==> config.mk <==
export PLATFORM = sky130hd
export DESIGN_NAME = board_input_conditioner
export DESIGN_NICKNAME = d
export VERILOG_FILES = /design/src/rtl/board_io_pkg.sv /design/src/rtl/debounce_chan.sv /design/src/rtl/board_input_conditioner.sv
export SDC_FILE = /design/constraint.sdc
export NUM_CORES = 1
export LEC_CHECK = 0
export CAP_MARGIN = 20
export CORE_MARGIN = 4
export CORE_UTILIZATION = 63
export DETAILED_ROUTE_END_ITERATION = 12
export GPL_TIMING_DRIVEN = 0
export PLACE_DENSITY = 0.78
export SETUP_SLACK_MARGIN = 0.5
export SYNTH_ARGS = -nofsm -noshare
export SYNTH_HDL_FRONTEND = slang
export SYNTH_SLANG_ARGS = --single-unit
==> constraint.sdc <==
create_clock -name clk -period 5.3 [get_ports clk]
set_input_delay 1.06 -clock clk [delete_from_list [all_inputs] [get_ports clk]]
set_output_delay 1.06 -clock clk [all_outputs]
set_load 0.01 [all_outputs]
Cells colored by class:
Fill, decap, tap and diode cells in gray.
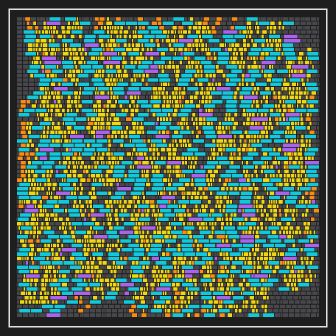
remaining buffers and delay cells -> orange  # cells 164, share of their area 4.5%
clock drivers and dummy loads -> purple  # cells 100, share of their area 7.6%
registers -> cyan  # cells 525, share of their area 42%
remaining logic cells -> yellow  # cells 1956, share of their area 46%
Final Util: 72.18%
num rows: 69
fraction of area in registers: 41.04%
cell area after layout: 0.02561 sq mm
Core ar.: 0.03548 sq mm

Cell sizes after repair:
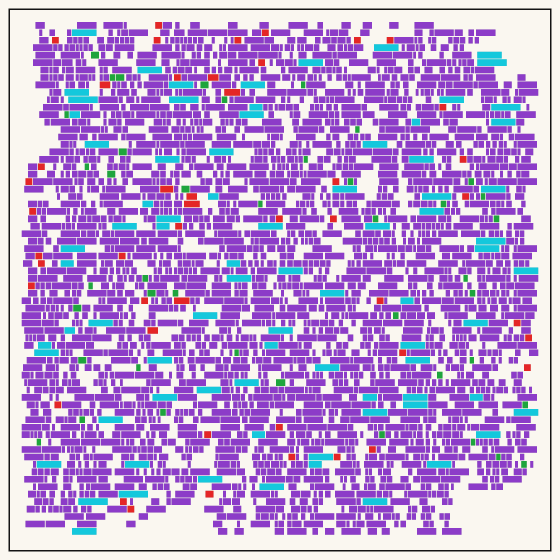
x1 and smaller -> purple  # cells 2578, share 94%
x6 and larger -> cyan  # cells 79, share 2.9%
x3 and x4 -> red  # cells 46, share 1.7%
x2 -> green  # cells 42, share 1.5%
Area Growth Syn to Fin: 13.36%
bufs w/o clock: 164

Metal layers overlaid:
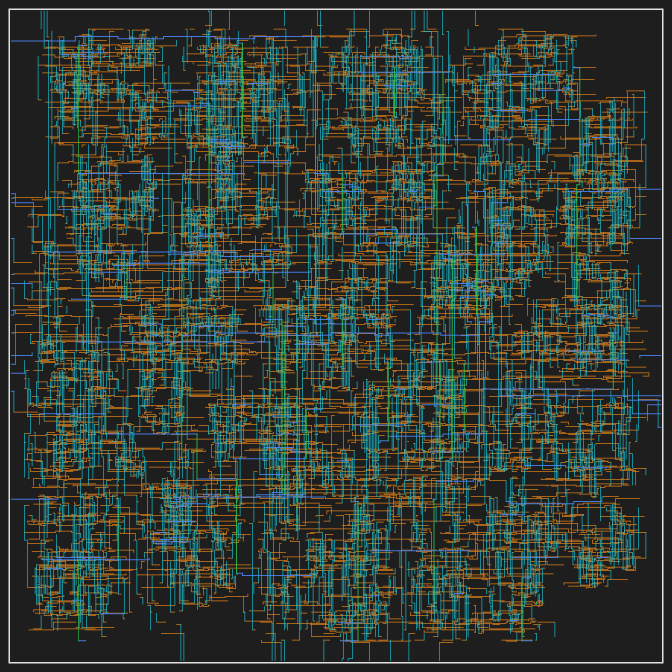
M2 -> cyan  # wire length 23.3 mm
M1 -> orange  # wire length 21.7 mm
M4 -> green  # wire length 1380 um
M3 -> blue  # wire length 1850 um
DR WL/cell: 15.04 um
number of vias in the routed layout: 18800
Total GRT Usage: 24.23%
final WL: 48230 um

Nets reached from selected ports:
The bar under the picture is 50 um long.
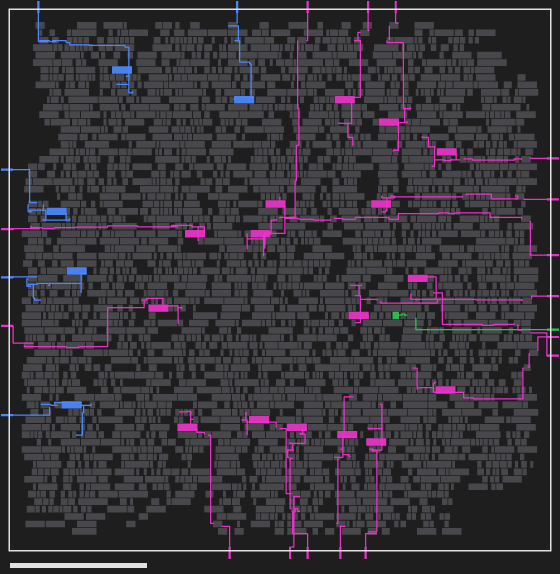
`sw_change` -> green  # bits 1, direction output, end cells 1, buffers 1, wire 56.8 um
`btn_level` -> blue  # bits 5, direction output, end cells 5, buffers 10, wire 282 um
`sw_level` -> magenta  # bits 16, direction output, end cells 16, buffers 32, wire 1310 um
port bufs: 53
I/O pins: 55

==> CHANGELOG.md <==
### Physical design

- Ys cells: between 2000 and 3000
- Max reg flops: 320
- Placed inst area: approximately 0.024 sq mm
- FFs & Latches: 525
- Fraction of final layout cells sized beyond drive strength 1: a little over 6%
- Average size of a mapped cell: a little under 9 sq um
- Synth Flop Type: dfxtp_1
- Dominant class by area: logic gates
- Main area contributors: dfxtp_1 (47%), xnor2_1 (5.1%), nor2_1 (5.1%), xor2_1 (4.3%), a21oi_1 (3.9%)
- Logic area: roughly 0.011 sq mm
- Met3 global-route usage: about 3.3%
- Placer Congestion: 0.8477
- Synthesized area: 0.02259 sq mm
- Leakage power: roughly 0.0077 uW
- VDD IR max: approximately 370 uV
- Post-Syn Instances: between 2000 and 3000
- Hold-fix buffers, CTS: 0
- Vias/cell: between 5 and 6
- Final hold slack: about 0.43 ns
- CP Cell Sequence: nor4_1 > nand4_1 > or2_2 > clkdlybuf4s50_1
- Highest Signal Layer: met4
- Switching share of power: between 20 and 25%
- Slowest cell delay on critical path: approximately 0.52 ns
- Syn. warnings: 0
- Buffering overhead: about 4.4%
- Synth unique cells: roughly 43
- Most used routing layer: met2
- Slew Limit Fails: 0
- CTS H-tree lvls: 2
- Logic inverters: about 74
- Pin count of the biggest net entering global routing: 15
- Yosys aoi share: a little under 9%
- Worst reg2reg setup slack: roughly 2.8 ns
- CTS Root Cell: clkbuf_16
- Sequential share of power: between 40% and 50%
- Hpwl dp: about 33000 um
- CP Depth: 4
- Status: completed
- Dpl cells: about 3100
- Critical path class: flop to output port
[cells in the mapped netlist (2+ instances only)]
library cell / number
xnor2_1: 132
nor2_1: 307
nand4_1: 105
buf_2: 3
dfxtp_1: 525
ha_1: 21
nor3_1: 71
nand4b_1: 6
nor2b_1: 44
buf_4: 33
nor4_1: 41
or3_1: 110
or3b_2: 5
nor3b_1: 5
and4b_1: 3
nor4bb_1: 3
or4_4: 4
clkbuf_1: 70
buf_6: 4
o21ai_2: 2
inv_1: 74
a31o_2: 2
and4_1: 28
a21oi_1: 178
or2_2: 17
o21ai_1: 13
nand2_1: 115
and3_1: 57
and2_1: 22
or4_1: 71
o21ai_4: 3
nand3_1: 167
nor4b_1: 32
or4b_1: 7
xor2_1: 110
o21ai_0: 115
nand2b_1: 36
o31ai_1: 45
No activity file was given, so power comes from the tool's default toggle rates.
